===== src/rtl/iir_coef_loader.sv =====
// -----------------------------------------------------------------------------
// iir_coef_loader
//
// Writer side of the biquad coefficient interface. The host writes
// coefficients one at a time into a shadow bank. A commit request publishes
// the whole bank to the active outputs on the next sample-enable edge. The
// filter therefore never sees a mix of old and new coefficients within one
// sample.
//
// a1/a2 are stored sign-negated when NEGATE_A=1, because the filter datapath
// adds the feedback terms rather than subtracting them.
//
// Ports:
//   clk        filter fast clock, rising edge
//   rst        asynchronous active-high reset
//   wr_valid   write request
//   wr_ready   loader can accept a write (low while a commit is pending)
//   wr_addr    0=b0 1=b1 2=b2 3=a1 4=a2, 5..7 illegal
//   wr_data    coefficient as the host sees it (a1/a2 un-negated)
//   commit     single-cycle request to publish the shadow bank
//   sample_en  the enable that clocks the iir sample registers
//   b0..a2     active coefficients, registered
//   pending    commit accepted, transfer not yet done
//   updated    one-cycle pulse after the transfer edge
//   dirty      per-coefficient "shadow written since last transfer" mask
//   addr_err   sticky flag for writes to an illegal address
// -----------------------------------------------------------------------------
module iir_coef_loader #(
  parameter int            CW       = 64,
  parameter bit            NEGATE_A = 1'b1,
  parameter logic [CW-1:0] RESET_B0 = 64'h3FF0000000000000
) (
  input  logic          clk,
  input  logic          rst,
  input  logic          wr_valid,
  output logic          wr_ready,
  input  logic [2:0]    wr_addr,
  input  logic [CW-1:0] wr_data,
  input  logic          commit,
  input  logic          sample_en,
  output logic [CW-1:0] b0,
  output logic [CW-1:0] b1,
  output logic [CW-1:0] b2,
  output logic [CW-1:0] a1,
  output logic [CW-1:0] a2,
  output logic          pending,
  output logic          updated,
  output logic [4:0]    dirty,
  output logic          addr_err
);

  typedef enum logic {ST_IDLE, ST_PENDING} state_t;

  state_t state_reg, state_next;
  logic   transfer;
  logic   wr_fire;
  logic   addr_legal;
  logic   updated_reg;
  logic   addr_err_reg;

  logic [CW-1:0] active_bank [5];

  // ---------------------------------------------------------------------------
  // Control FSM
  // ---------------------------------------------------------------------------
  always_ff @(posedge clk or posedge rst) begin
    if (rst) begin
      state_reg <= ST_IDLE;
    end else begin
      state_reg <= state_next;
    end
  end

  // wr_ready is low in PENDING. This freezes the shadow bank between commit
  // and transfer, so the published bank is exactly what was committed.
  always_comb begin
    state_next = state_reg;
    wr_ready   = 1'b0;
    transfer   = 1'b0;
    case (state_reg)
      ST_IDLE: begin
        wr_ready = 1'b1;
        if (commit) begin
          state_next = ST_PENDING;
        end
      end
      ST_PENDING: begin
        if (sample_en) begin
          transfer   = 1'b1;
          state_next = ST_IDLE;
        end
      end
    endcase
  end

  assign pending    = (state_reg == ST_PENDING);
  assign wr_fire    = wr_valid && wr_ready;
  assign addr_legal = (wr_addr <= 3'd4);

  // ---------------------------------------------------------------------------
  // Per-coefficient shadow/active register pair
  // ---------------------------------------------------------------------------
  generate
    for (genvar gi = 0; gi < 5; gi++) begin : g_coef
      localparam logic [CW-1:0] RST_VAL = (gi == 0) ? RESET_B0 : '0;
      localparam bit            IS_A    = (gi == 3) || (gi == 4);

      logic [CW-1:0] wdata_fmt;
      logic          wr_sel;
      logic [CW-1:0] shadow_reg;
      logic [CW-1:0] active_reg;
      logic          dirty_reg;

      // The feedback terms are stored with the IEEE-754 sign bit flipped.
      assign wdata_fmt = (IS_A && NEGATE_A) ? {~wr_data[CW-1], wr_data[CW-2:0]}
                                            : wr_data;
      assign wr_sel    = wr_fire && (wr_addr == 3'(gi));

      always_ff @(posedge clk or posedge rst) begin
        if (rst) begin
          shadow_reg <= RST_VAL;
          active_reg <= RST_VAL;
          dirty_reg  <= 1'b0;
        end else begin
          if (wr_sel) begin
            shadow_reg <= wdata_fmt;
          end
          if (transfer) begin
            active_reg <= shadow_reg;
          end
          // A write cannot coincide with a transfer because wr_ready is low
          // in PENDING, so the clear and the set never compete.
          if (transfer) begin
            dirty_reg <= 1'b0;
          end else if (wr_sel) begin
            dirty_reg <= 1'b1;
          end
        end
      end

      assign active_bank[gi] = active_reg;
      assign dirty[gi]       = dirty_reg;
    end
  endgenerate

  // ---------------------------------------------------------------------------
  // Status flags
  // ---------------------------------------------------------------------------
  always_ff @(posedge clk or posedge rst) begin
    if (rst) begin
      updated_reg  <= 1'b0;
      addr_err_reg <= 1'b0;
    end else begin
      updated_reg <= transfer;
      // An illegal write still completes its handshake. Only the flag records it.
      if (wr_fire && !addr_legal) begin
        addr_err_reg <= 1'b1;
      end
    end
  end

  assign updated  = updated_reg;
  assign addr_err = addr_err_reg;

  assign b0 = active_bank[0];
  assign b1 = active_bank[1];
  assign b2 = active_bank[2];
  assign a1 = active_bank[3];
  assign a2 = active_bank[4];

endmodule


===== config.mk =====
export PLATFORM = sky130hd
export DESIGN_NAME = iir_coef_loader
export DESIGN_NICKNAME = d
export VERILOG_FILES = /design/src/rtl/iir_coef_loader.sv
export SDC_FILE = /design/constraint.sdc
export NUM_CORES = 1
export LEC_CHECK = 0
export CAP_MARGIN = 20
export CORE_MARGIN = 4
export CORE_UTILIZATION = 55
export DETAILED_ROUTE_END_ITERATION = 16
export PLACE_DENSITY = 0.94
export SYNTH_ARGS = -nofsm -noshare
export SYNTH_HDL_FRONTEND = slang
export SYNTH_SLANG_ARGS = --single-unit
export TNS_END_PERCENT = 5

===== constraint.sdc =====
create_clock -name clk -period 52.4 [get_ports clk]
set_input_delay 13.1 -clock clk [delete_from_list [all_inputs] [get_ports clk]]
set_output_delay 13.1 -clock clk [all_outputs]
set_load 0.01 [all_outputs]

Figure 1. Power grid.
Drawn at 2 px/um. Pins as bars on the die edge. Tap cells in grey.
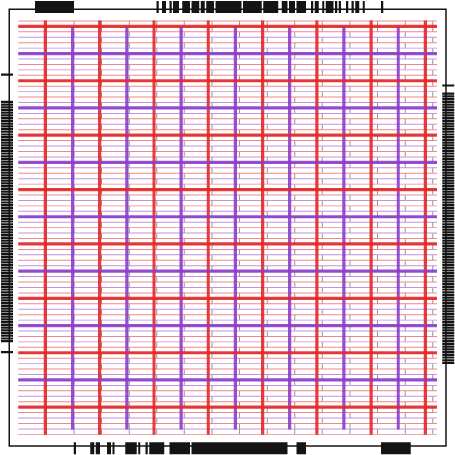
[red] VSS
[purple] VDD
met1 rails: 77
tap cells: 585
signal pins: 401
Die X: 218 um
Die Height: 218 um
peak supply drop: 0.0510 mV
core footprint: 0.0433 mm2

Figure 2. Cells coloured by class.
Drawn at 2 px/um. Fill, decap, tap and diode cells in grey.
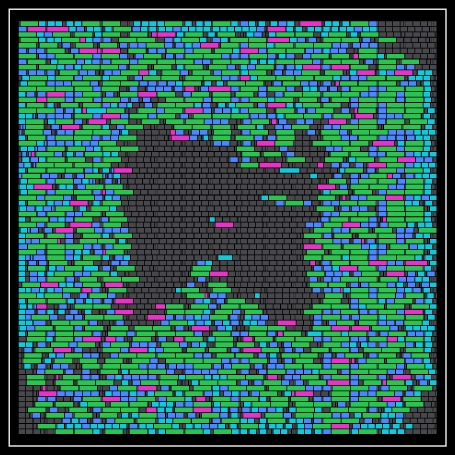
[magenta] clock drivers and dummy loads | cells: 111
[green] flip-flops | cells: 648
[cyan] other buffers and delay cells | cells: 415
[blue] all other logic | cells: 669
final core utilization: 0.709
flop share of the area: 0.529
Rows: 76
Finished Cell Area: 0.0307 mm2

Figure 3. Clock distribution.
Drawn at 1.5 px/um.
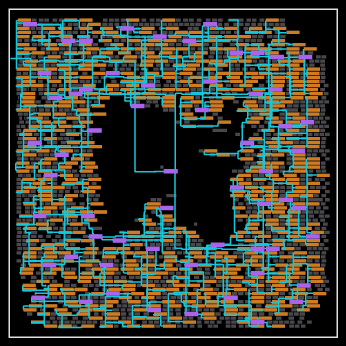
[cyan] clock wires | length: 7150 um
[purple] cells driving clock nets | count: 60
[orange] flip-flops | count: 648
flops lie: spread over the die
Latency at later pin: 0.60 ns
Clock net power: 466 uW
Clock power frac: 0.251

Figure 4. Routed metal, one colour a layer.
Drawn at 2 px/um.
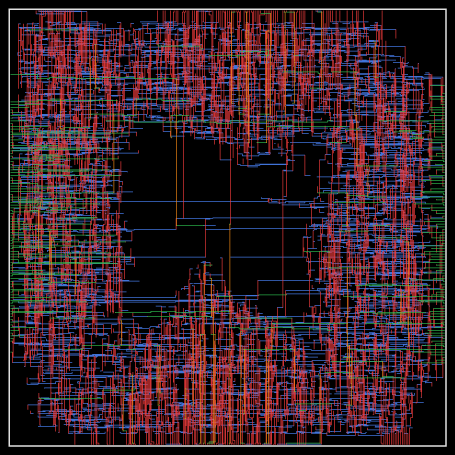
[green] met3 | wire length: 4020 um
[orange] met4 | wire length: 1770 um
[blue] met1 | wire length: 22.8 mm
[red] met2 | wire length: 28.9 mm

Figure 5. Routing congestion.
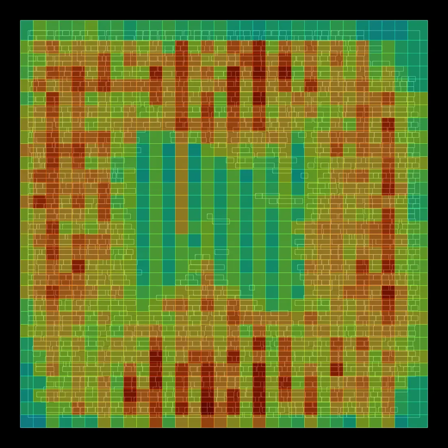
gr usage total: 0.244
grt met1 use: 0.309
M2 GR Usage: 0.410
gr busiest metal: met2

==> run summary <==
Placed Area: 0.0285 mm2
Vias: 13290
Crit path largest cell delay: 0.81 ns
Worst endpoint required time: 52.89 ns
Hold crit path type: flip-flop to flip-flop
Reg clk slew, reported paths: 0.07 ns
Clk_skew: 0.0113 ns
First-pass GRT wire length: 89900 um
Fmax: 62.1 MHz
Internal power: 1330 uW
Max-capacitance violation count: 0
Seq pwr share: 0.443
Syn-to-layout area delta: 27.0%
Hold path start: g_coef[0].shadow_reg[36]
P_leak: 0.0134 uW
Ys async rst share: 1.00
Clk sink count: 648
Slew Limit Fails: 0
Sw Pwr: 527 uW
GP Congestion: 0.805
Worst path cell trace: clkdlybuf4s50_1 -> nand2_2 -> inv_8 -> buf_16 -> buf_4 -> mux2_2
Worst Setup SP: sample_en
Chip Area, Yosys: 0.0242 mm2
# Cells Yosys: 1392
Post-synth top cells: 636 x mux2_2, 628 x dfrtp_1, 37 x buf_4
Layout cells sized above 1: 0.425
Hold-fix buffers, CTS: 0
CP max FO: 102
Netlist cell types: 20
Die area: 0.0474 mm2
OpenROAD warning count: 34
RR Endpoint: b0[12]
Via-per-instance ratio: 5.47
CTS Buf Count: 60
Biggest area cells: dfrtp_1 65%, mux2_2 30%, dfstp_2 2.2%, buf_4 1.1%, buf_6 0.93%
Final hold vios: 0
Synthesized net count: 1464
Arrival @ worst endpoint: 16.58 ns
GRT overflow: 0
Kind of critical path: primary input to flip-flop
Max FFs per register: 320
CTS tree: yes
Register-to-register setup slack: 48.85 ns
Cell with the most instances after synthesis: mux2_2
Sw Ratio: 0.284
Status: finished clean
Crit Reg-Reg Startpoint: pending
CTS H-tree depth: 2
Initial antenna violation count: 2
Avg Cell Area, Syn: 17.4 um2
Setup TNS: 0 ns
Detailed Routing Iterations Pass 1: 4
CTS Root Cell: clkbuf_16
Post-CTS sizing: 0
CTS Buffer Depth: 3
Critical Path Sink: b0[12]
Commonest register cell after synthesis: dfrtp_1
Vias in the first global route: 15265
Pwr Density: 60.5 mW/mm2
Mapped Cells: 1392
Nets: 1866
Post-Syn Area: 0.0242 mm2
DP Wirelength: 35600 um
Area leader share: 0.650
Io pins: 401
## per-layer routing
metal  track usage  wire length (um)  up-vias
met2         0.410             28900      415
met4        0.0791              1770        0
met3        0.0705              4020      117
met1         0.309             22800     7056
met5             0                 0        -
li1              -                 -     5702
## critical path: cells and delay by family
kind                   cells  cell delay, ns
multiplexers               1            0.42
AND/OR/NAND/NOR            1            0.49
buffers and inverters      4            2.33
## logic make-up after synthesis
family,after synthesis,share of synthesized area
AND/OR/NAND/NOR,21,0.00430
multiplexers,638,0.297
flip-flops,648,0.672
AND-OR/OR-AND,5,0.00124
buffers and inverters,80,0.0253
## power groups by stage
stage	clock [uW]	combinational [uW]	sequential (uW)
final	466	569	822
after global routing	494	603	842
after CTS	472	576	822
after detailed placement	0	566	824
after global placement	0	543	808
after floorplan	0	197	846
## cells in the final DEF (no fill, tap or decap), drive strengths merged
cell type	synthesis	routed
and3b	1	1
buf	74	15
clkinvlp	0	8
inv	5	5
clkdlybuf4s50	0	400
clkbuf	1	82
nor2	1	1
o21ai	3	3
mux2	636	636
nand3	2	2
clkinv	0	12
nor3b	1	1
nor2b	1	1
bufinv	0	9
mux2i	2	2
diode	0	1
a21o	1	1
nand3b	1	1
dfrtp	628	628
nand2	14	14
o21bai	1	1
dfstp	20	20
## area by class of cell
| cell class | instances | area [um2] |
|---|---|---|
| Sequential cell | 648 | 16200 |
| Fill cell | 2447 | 12600 |
| Multi-Input combinational cell | 664 | 7350 |
| Timing Repair Buffer | 415 | 4190 |
| Clock buffer | 82 | 1750 |
| Tap cell | 585 | 732 |
| Clock inverter | 29 | 394 |
| Inverter | 5 | 33.8 |
| Antenna cell | 1 | 2.50 |
## worst min-delay path by stage
stage	endpoint	slack [ns]	depth (start not counted)
after floorplan	g_coef[1].dirty_reg	0.45	2
after global placement	addr_err	0.46	1
after detailed placement	g_coef[1].dirty_reg	0.47	2
after CTS	a1[63]	0.49	2
after global routing	a1[62]	0.51	1
final	b0[36]	0.50	1
## metrics by stage
stage               setup WS [ns]  total power (uW)  hold slack, ns  instances  utilization
global placement            35.46              1350           0.460       2314        0.658
floorplan                   21.18              1040           0.447       1392            -
CTS                         35.93              1870           0.495       2426        0.708
detailed placement          35.30              1390           0.472       2315        0.659
finish                      36.31              1860           0.498       2429        0.709
global route                35.98              1940           0.507       2429        0.709
No activity file was given, so power comes from the tool's default toggle rates.
